`config.mk`:
```
export PLATFORM = sky130hd
export DESIGN_NAME = mareg_ctrl_flat
export DESIGN_NICKNAME = d
export VERILOG_FILES = /design/src/rtl/mareg_ctrl_if.sv /design/src/rtl/mareg_ctrl.sv /design/src/flat_wrapper.sv
export SDC_FILE = /design/constraint.sdc
export NUM_CORES = 1
export LEC_CHECK = 0
export CORE_AREA = 2 2 79 51
export CTS_CLUSTER_SIZE = 20
export DETAILED_ROUTE_END_ITERATION = 7
export DIE_AREA = 0 0 81 53
export DONT_BUFFER_PORTS = 1
export PLACE_DENSITY = 0.59
export RECOVER_POWER = 25
export SYNTH_ARGS = -nofsm -noshare
export SYNTH_HDL_FRONTEND = slang
export SYNTH_SLANG_ARGS = --single-unit
export TNS_END_PERCENT = 100
```
`constraint.sdc`:
```
create_clock -name clk -period 2.14 [get_ports clk]
set_input_delay 0.428 -clock clk [delete_from_list [all_inputs] [get_ports clk]]
set_output_delay 0.428 -clock clk [all_outputs]
set_load 0.02 [all_outputs]
```
`src/rtl/mareg_ctrl_if.sv`:
```
`timescale 1ns/1ps
`default_nettype none
// ============================================================================
// Module   : mareg_ctrl_if
// Brief    : Job, operand, MAC-datapath and result signals of mareg_ctrl.
// Revision : 1.0  initial release
// ============================================================================
interface mareg_ctrl_if #(
  parameter int DATA_W = 2,
  parameter int LEN_W  = 8,
  parameter int ACC_W  = 2*DATA_W+LEN_W
);
  logic              start;
  logic [LEN_W-1:0]  len;
  logic              busy;
  logic              in_valid;
  logic              in_ready;
  logic [DATA_W-1:0] in_x;
  logic [DATA_W-1:0] in_w;
  logic              mac_clr;
  logic              mac_en;
  logic [DATA_W-1:0] mac_x;
  logic [DATA_W-1:0] mac_w;
  logic [ACC_W-1:0]  mac_acc;
  logic              res_valid;
  logic              res_ready;
  logic [ACC_W-1:0]  res_data;

  modport master (
    output start, len, in_valid, in_x, in_w, mac_acc, res_ready,
    input  busy, in_ready, mac_clr, mac_en, mac_x, mac_w, res_valid, res_data
  );

  modport slave (
    input  start, len, in_valid, in_x, in_w, mac_acc, res_ready,
    output busy, in_ready, mac_clr, mac_en, mac_x, mac_w, res_valid, res_data
  );
endinterface
`default_nettype wire

```
`src/rtl/mareg_ctrl.sv`:
```
`timescale 1ns/1ps
`default_nettype none
// ============================================================================
// Module   : mareg_ctrl
// Brief    : Sequences a multiply-accumulate job over an external MAC register
//            datapath. Optional abort input enabled by MAREG_CTRL_ABORT_EN.
// Revision : 1.0  initial release
// ============================================================================
module mareg_ctrl #(
  parameter int DATA_W  = 2,
  parameter int LEN_W   = 8,
  parameter int ACC_W   = 2*DATA_W+LEN_W,
  parameter int MAC_LAT = 1
) (
  input  wire logic    clk,
  input  wire logic    rst,
`ifdef MAREG_CTRL_ABORT_EN
  input  wire logic    abort,
`endif
  mareg_ctrl_if.slave  bus
);

  typedef enum logic [2:0] {
    S_IDLE   = 3'd0,
    S_CLR    = 3'd1,
    S_RUN    = 3'd2,
    S_WAIT   = 3'd3,
    S_RESULT = 3'd4
  } state_t;

  localparam int              WAIT_W      = 3;
  localparam logic [WAIT_W-1:0] C_WAIT_LOAD = WAIT_W'(MAC_LAT);

  state_t              state_q, state_d;
  logic [LEN_W-1:0]    rem_q, rem_d;
  logic [WAIT_W-1:0]   wait_q, wait_d;
  logic                mac_clr_q, mac_clr_d;
  logic                mac_en_q, mac_en_d;
  logic [DATA_W-1:0]   mac_x_q, mac_x_d;
  logic [DATA_W-1:0]   mac_w_q, mac_w_d;
  logic [ACC_W-1:0]    res_data_q, res_data_d;

  logic abort_req;
  logic in_ready_int;
  logic xfer;

`ifdef MAREG_CTRL_ABORT_EN
  assign abort_req = abort;
`else
  assign abort_req = 1'b0;
`endif

  // abort masks in_ready so an aborted cycle never consumes an operand
  assign in_ready_int = (state_q == S_RUN) && !abort_req;
  assign xfer         = in_ready_int && bus.in_valid;

  always_comb begin
    state_d    = state_q;
    rem_d      = rem_q;
    wait_d     = wait_q;
    mac_clr_d  = 1'b0;
    mac_en_d   = 1'b0;
    mac_x_d    = mac_x_q;
    mac_w_d    = mac_w_q;
    res_data_d = res_data_q;

    if (abort_req && (state_q != S_IDLE)) begin
      state_d   = S_IDLE;
      rem_d     = '0;
      wait_d    = '0;
      mac_clr_d = 1'b1;
    end else begin
      case (state_q)
        S_IDLE: begin
          if (bus.start) begin
            rem_d     = bus.len;
            mac_clr_d = 1'b1;
            state_d   = S_CLR;
          end
        end
        S_CLR: begin
          if (rem_q != '0) begin
            state_d = S_RUN;
          end else begin
            wait_d  = C_WAIT_LOAD;
            state_d = S_WAIT;
          end
        end
        S_RUN: begin
          if (xfer) begin
            mac_x_d  = bus.in_x;
            mac_w_d  = bus.in_w;
            mac_en_d = 1'b1;
            rem_d    = rem_q - LEN_W'(1);
            if (rem_q == LEN_W'(1)) begin
              wait_d  = C_WAIT_LOAD;
              state_d = S_WAIT;
            end
          end
        end
        S_WAIT: begin
          // MAC_LAT+1 cycles here lets the final mac_en settle into mac_acc
          if (wait_q == '0) begin
            res_data_d = bus.mac_acc;
            state_d    = S_RESULT;
          end else begin
            wait_d = wait_q - WAIT_W'(1);
          end
        end
        S_RESULT: begin
          if (bus.res_ready) begin
            state_d = S_IDLE;
          end
        end
        default: begin
          state_d = S_IDLE;
        end
      endcase
    end
  end

  always_ff @(posedge clk) begin
    if (rst) begin
      state_q    <= S_IDLE;
      rem_q      <= '0;
      wait_q     <= '0;
      mac_clr_q  <= 1'b0;
      mac_en_q   <= 1'b0;
      mac_x_q    <= '0;
      mac_w_q    <= '0;
      res_data_q <= '0;
    end else begin
      state_q    <= state_d;
      rem_q      <= rem_d;
      wait_q     <= wait_d;
      mac_clr_q  <= mac_clr_d;
      mac_en_q   <= mac_en_d;
      mac_x_q    <= mac_x_d;
      mac_w_q    <= mac_w_d;
      res_data_q <= res_data_d;
    end
  end

  assign bus.busy      = (state_q != S_IDLE);
  assign bus.in_ready  = in_ready_int;
  assign bus.mac_clr   = mac_clr_q;
  assign bus.mac_en    = mac_en_q;
  assign bus.mac_x     = mac_x_q;
  assign bus.mac_w     = mac_w_q;
  assign bus.res_valid = (state_q == S_RESULT);
  assign bus.res_data  = res_data_q;

endmodule
`default_nettype wire

```
`src/flat_wrapper.sv`:
```
// flat-port wrapper written by rule: the top's interface ports become plain ports
module mareg_ctrl_flat 
#(
  parameter int DATA_W  = 2,
  parameter int LEN_W   = 8,
  parameter int ACC_W   = 2*DATA_W+LEN_W,
  parameter int MAC_LAT = 1
)
  (clk, rst, bus_start, bus_len, bus_in_valid, bus_in_x, bus_in_w, bus_mac_acc, bus_res_ready, bus_busy, bus_in_ready, bus_mac_clr, bus_mac_en, bus_mac_x, bus_mac_w, bus_res_valid, bus_res_data);
  mareg_ctrl_if #(.DATA_W(DATA_W), .LEN_W(LEN_W), .ACC_W(ACC_W)) bus_i ();
  input  wire logic clk;
  input  wire logic rst;
  input wire logic [$bits(bus_i.start)-1:0] bus_start;
  input wire logic [$bits(bus_i.len)-1:0] bus_len;
  input wire logic [$bits(bus_i.in_valid)-1:0] bus_in_valid;
  input wire logic [$bits(bus_i.in_x)-1:0] bus_in_x;
  input wire logic [$bits(bus_i.in_w)-1:0] bus_in_w;
  input wire logic [$bits(bus_i.mac_acc)-1:0] bus_mac_acc;
  input wire logic [$bits(bus_i.res_ready)-1:0] bus_res_ready;
  output wire logic [$bits(bus_i.busy)-1:0] bus_busy;
  output wire logic [$bits(bus_i.in_ready)-1:0] bus_in_ready;
  output wire logic [$bits(bus_i.mac_clr)-1:0] bus_mac_clr;
  output wire logic [$bits(bus_i.mac_en)-1:0] bus_mac_en;
  output wire logic [$bits(bus_i.mac_x)-1:0] bus_mac_x;
  output wire logic [$bits(bus_i.mac_w)-1:0] bus_mac_w;
  output wire logic [$bits(bus_i.res_valid)-1:0] bus_res_valid;
  output wire logic [$bits(bus_i.res_data)-1:0] bus_res_data;
  assign bus_i.start = bus_start;
  assign bus_i.len = bus_len;
  assign bus_i.in_valid = bus_in_valid;
  assign bus_i.in_x = bus_in_x;
  assign bus_i.in_w = bus_in_w;
  assign bus_i.mac_acc = bus_mac_acc;
  assign bus_i.res_ready = bus_res_ready;
  assign bus_busy = bus_i.busy;
  assign bus_in_ready = bus_i.in_ready;
  assign bus_mac_clr = bus_i.mac_clr;
  assign bus_mac_en = bus_i.mac_en;
  assign bus_mac_x = bus_i.mac_x;
  assign bus_mac_w = bus_i.mac_w;
  assign bus_res_valid = bus_i.res_valid;
  assign bus_res_data = bus_i.res_data;
  mareg_ctrl #(.DATA_W(DATA_W), .LEN_W(LEN_W), .ACC_W(ACC_W), .MAC_LAT(MAC_LAT)) u_core (.clk(clk), .rst(rst), .bus(bus_i));
endmodule
```
==> impl_metrics.yaml, run 1 <==
# implementation run metrics
run_status:
  status: "finished clean"
final_layout:
  seq-cell-share_pct: 36.94
  comb_share_pct: 47.40
  finalNonFillerCells: 231
logic_synthesis:
  top_cell: "dfxtp_1"
  synth_top_flop_cell: "dfxtp_1"
  yosys.area_share.simple_pct: 22.91
  xor_area_share_pct: 0
  synthesis.nets: 209
  ys_area_um2: 1529
  ys_types: 39
final_timing:
  rsz0062_at_grt: "false"
  finalHoldViolCount: 0
  hold_slack_ns: 0.2088
  maxSlewHeadroom_pct: 72.53
  setup_viol: 0
  period_needed_ns: 2.085
  finalClockPeriodUsage_pct: 97.41
pwr:
  finalPower_uw: 1716
  intPower_uw: 1185
  switching_share_pct: 30.96
  p_seq_uw: 733
  pg_clk_uw: 570
  p_seq_share_pct: 42.7
  powerDensity_nw_per_um2: 989.5
worst_hold_path:
  min-delay-start: "rst"
clock_network:
  h-tree-depth: 2
  cts_setup_buffers: 0
global_route:
  overflow: 0
  grt_start_max_net_pins: 35
setup_path:
  max_stage_delay_ns: 0.54
  cp.required_ns: 2.31
  crit_slowest_cell: "or4_4"
place:
  port_buffers: 0
  place_inst: 223
  gp_congestion: 0.8333
routing:
  drtIter0Drc: 34
  drc_errors: 0
  via_per_inst: 5.610
  drtAntennaViolNets: 0
  top_layer_used: "met4"
  wl_met3_um: 248
floorplan:
  die_height_um: 53
==> run 1: cells in the final DEF, fill, tap and decap left out, drive strengths merged, types with 2 or more instances in the layout <==
master	n
dfxtp	32
nor2	24
a21oi	14
mux2i	13
nand2	11
buf	10
o21ai	9
inv	7
a211oi	6
nand3	5
clkbuf	5
nor3b	4
nor3	4
nand2b	4
ha	4
or3	3
or4	3
and2	2
nor2b	2
o31ai	2
o32ai	2
or3b	2
a311oi	2
==> run 1: final timing paths <==
kind	to	slack (ns)	cells after the start
worst max-delay path	u_core.wait_q[1]	0.06	5
worst min-delay path	u_core.bus.res_data[1]	0.21	1
worst max register to register	u_core.wait_q[1]	0.06	5
worst min register to register	u_core.wait_q[0]	0.50	2
run_1/clocks.png
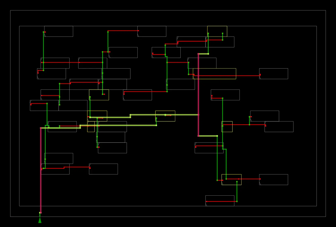
Clock buffer cells: 5
clock buffer count from CTS: 5
clock net sink count: 32

run_1/clk_routes.png
Drawn at 6 px/µm.
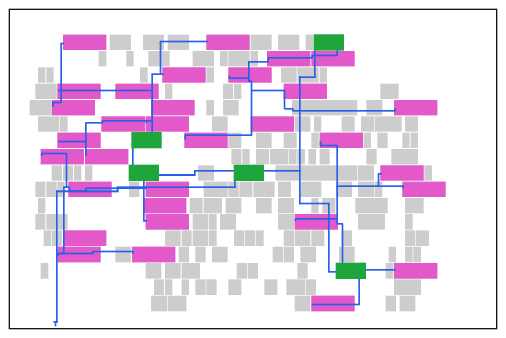
Key: blue = clock wires [length 414 µm]; green = clock drivers [count 5]; magenta = flip-flops [count 32]
Position of the flops: spread over the die.

run_1/logic_types.png
Drawn at 3 px/µm.
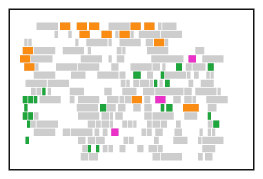
Key: orange = multiplexers [cells 14, most used mux2i_1]; green = NAND gates [cells 22, most used nand2_1]; magenta = AND-OR and OR-AND gates [cells 3]

run_1/wires.png
Drawn at 3 px/µm.
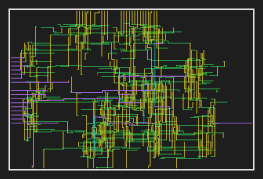
Key: purple = metal 3 [wire length 248 µm]; yellow = metal 2 [wire length 1630 µm]; green = metal 1 [wire length 1550 µm]; cyan = metal 4 [wire length 66.6 µm]

==> run 2: changes to the inputs <==
Settings changed: CORE_AREA 2 2 79 51 to 2 2 82 53, DIE_AREA 0 0 81 53 to 0 0 84 55, DONT_BUFFER_PORTS 1 to default, PLACE_DENSITY 0.59 to 0.73.
run_2/clk_routes.png
Drawn at 6 px/µm.
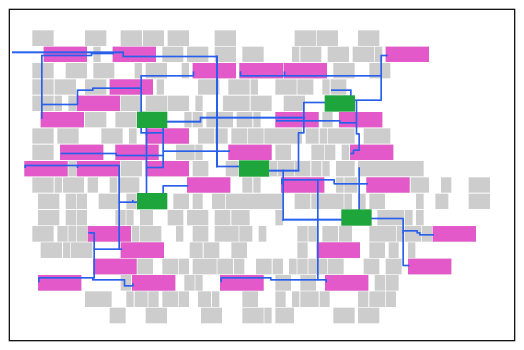
clk_lat worst skew: 0.29 ns
clock skew: 0.007050 ns
Power Clock: 587 µW

run_2/layer_met3.png
Drawn at 6 px/µm.
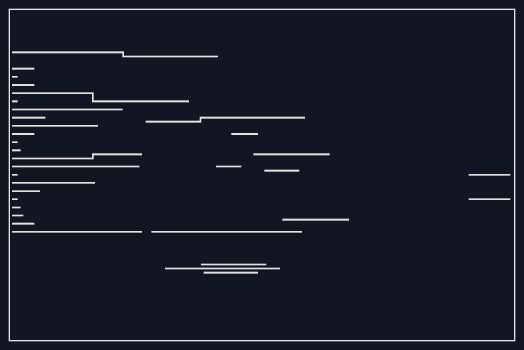
The layer holds 8.6% of the routed length. The longest straight run is 24.8 µm. The layer carries 346 µm of wire.

==> impl_metrics.yaml, run 2 <==
# implementation run metrics
worst_hold_path:
  hold_depth: 2
  min-delay-start: "u_core.bus.mac_x[0]"
  min_to: "u_core.bus.mac_x[0]"
logic_synthesis:
  top_cell: "dfxtp_1"
  synthesis.nets: 209
  synth_top_flop_cell: "dfxtp_1"
  ys_area_um2: 1529
clock_network:
  h-tree-depth: 2
  root_buffer: "clkbuf_8"
  numCtsBuffers: 5
  cts_num_sinks: 32
  cts_setup_buffers: 0
final_timing:
  setup_viol: 0
  finalClockPeriodUsage_pct: 98.10
  period_needed_ns: 2.099
  finalHoldViolCount: 0
  rsz0062_at_grt: "false"
  maxSlewHeadroom_pct: 63.01
  hold_slack_ns: 0.4555
setup_path:
  r2r_setup_slack_ns: 0.04
  rr_worst_depth: 5
  cp.required_ns: 2.32
floorplan:
  die_height_um: 55
pwr:
  p_seq_uw: 686
  powerDensity_nw_per_um2: 815.4
  finalPower_uw: 1876
  intPower_uw: 1291
place:
  gp_congestion: 0.7510
  place_inst: 284
  port_buffers: 49
final_layout:
  seq-cell-share_pct: 27.84
  lay_top_count: "clkdlybuf4s50_1"
  clockBufferCount: 5
  comb_share_pct: 36.05
routing:
  drtIter0Drc: 111
  wl_met3_um: 346
  via_per_inst: 4.918
global_route:
  grt_start_max_net_pins: 17
  overflow: 0
run_status:
  status: "finished clean"
## run 2: worst max-delay path by stage
stage,depth (start not counted),endpoint,startpoint
after floorplan,4,u_core.wait_q[1],u_core.rem_q[7]
after global placement,5,u_core.wait_q[1],bus_in_valid
after detailed placement,5,u_core.wait_q[1],bus_in_valid
after CTS,3,bus_busy,u_core.state_q[0]
after global routing,5,u_core.wait_q[1],u_core.rem_q[7]
final,5,u_core.wait_q[1],u_core.rem_q[7]
## run 2: logic make-up after synthesis
kind of cell	Yosys count	synth area share (%)
fa+ha+maj	4	3.273
flops	32	41.90
mux	14	9.492
buf+inv	17	4.337
compound gates	41	18.09
simple gates	68	22.91
## run 2: critical path: stages, from the launching register on
cell and delay, ns:
dfxtp_1 0.32, or4_4 0.53, buf_4 0.16, o31a_4 0.35, a311oi_4 0.30, mux2_4 0.32
==> run 3: changes to the inputs <==
Settings changed: MAX_ROUTING_LAYER from default to met4.
run_3/clk_routes.png
Drawn at 6 px/µm.
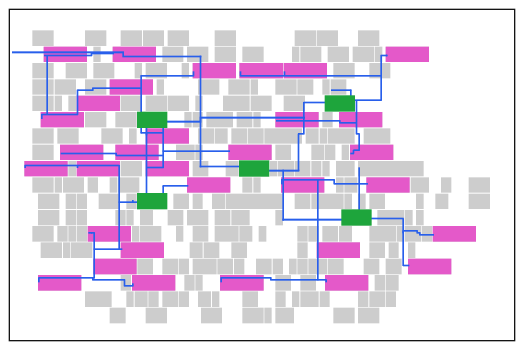
Clk network pwr share: 31.3%
clock skew: 0.007886 ns
Power Clock: 588 µW

run_3/clocks.png
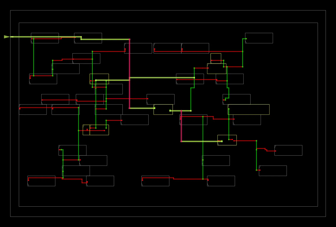
Flop Count: 32

==> impl_metrics.yaml, run 3 <==
# implementation run metrics
clock_network:
  h-tree-depth: 2
  numCtsBuffers: 5
  cts_num_sinks: 32
  root_buffer: "clkbuf_8"
  cts_setup_buffers: 0
run_status:
  status: "finished clean"
setup_path:
  max_stage_delay_ns: 0.53
  r2r_setup_slack_ns: 0.04
  crit_family: "AND-OR/OR-AND gates"
  cp.required_ns: 2.32
  crit_start: "u_core.rem_q[7]"
  path_cells: "or4_4, buf_4, o31a_4, a311oi_4, mux2_4"
  rr_worst_depth: 5
  crit_buf_inv: 1
  worst-path-stages: 5
  crit_slowest_cell: "or4_4"
place:
  place_inst: 284
  port_buffers: 49
  gp_congestion: 0.7606
logic_synthesis:
  yosys.area_share.simple_pct: 22.91
  top_cell: "dfxtp_1"
  xor_area_share_pct: 0
  adder_share_pct: 3.273
  synth_top_flop_cell: "dfxtp_1"
  ys_sh_aoi_pct: 18.09
  logic_family: "simple AND/OR/NAND/NOR gates"
  ys_area_um2: 1529
  synthesis.nets: 209
routing:
  drtIter0Drc: 83
  via_per_inst: 4.932
worst_hold_path:
  min-delay-start: "u_core.bus.mac_x[0]"
  hold_depth: 2
  min_to: "u_core.bus.mac_x[0]"
final_timing:
  finalClockPeriodUsage_pct: 98.15
  setup_viol: 0
  rsz0062_at_grt: "false"
  maxSlewHeadroom_pct: 62.69
  period_needed_ns: 2.100
  hold_slack_ns: 0.4555
  finalHoldViolCount: 0
pwr:
  powerDensity_nw_per_um2: 815.9
  p_seq_uw: 686
  intPower_uw: 1291
global_route:
  grt_pass1_wl_mm: 6.092
  grt_start_max_net_pins: 17
final_layout:
  lay_top_count: "clkdlybuf4s50_1"
floorplan:
  die_height_um: 55
-- run 3: cell counts in the layout (fill, tap and decap cells not counted) --
Identical to the previous run, type by type.
-- run 3: cell type report --
| cell class | instances | area (µm²) | share of cell area, % |
|---|---|---|---|
| Clock buffer | 5 | 68.82 | 2.991 |
| Inverter | 7 | 26.28 | 1.142 |
| Tap cell | 50 | 62.56 | 2.719 |
| Timing Repair Buffer | 68 | 630.6 | 27.41 |
| Multi-Input combinational cell | 127 | 829.5 | 36.05 |
| Sequential cell | 32 | 640.6 | 27.84 |
| Clock inverter | 3 | 42.54 | 1.849 |
-- run 3: worst reg2reg max path, delay by kind of cell, from the launching register on --
family	cells	cell delay [ns]
muxes	1	0.33
AOI/OAI and AO/OA	2	0.65
and+or+nand+nor	1	0.53
buffers and inverters	1	0.17
DFF	1	0.32
Power and IR drop assume default switching activity.
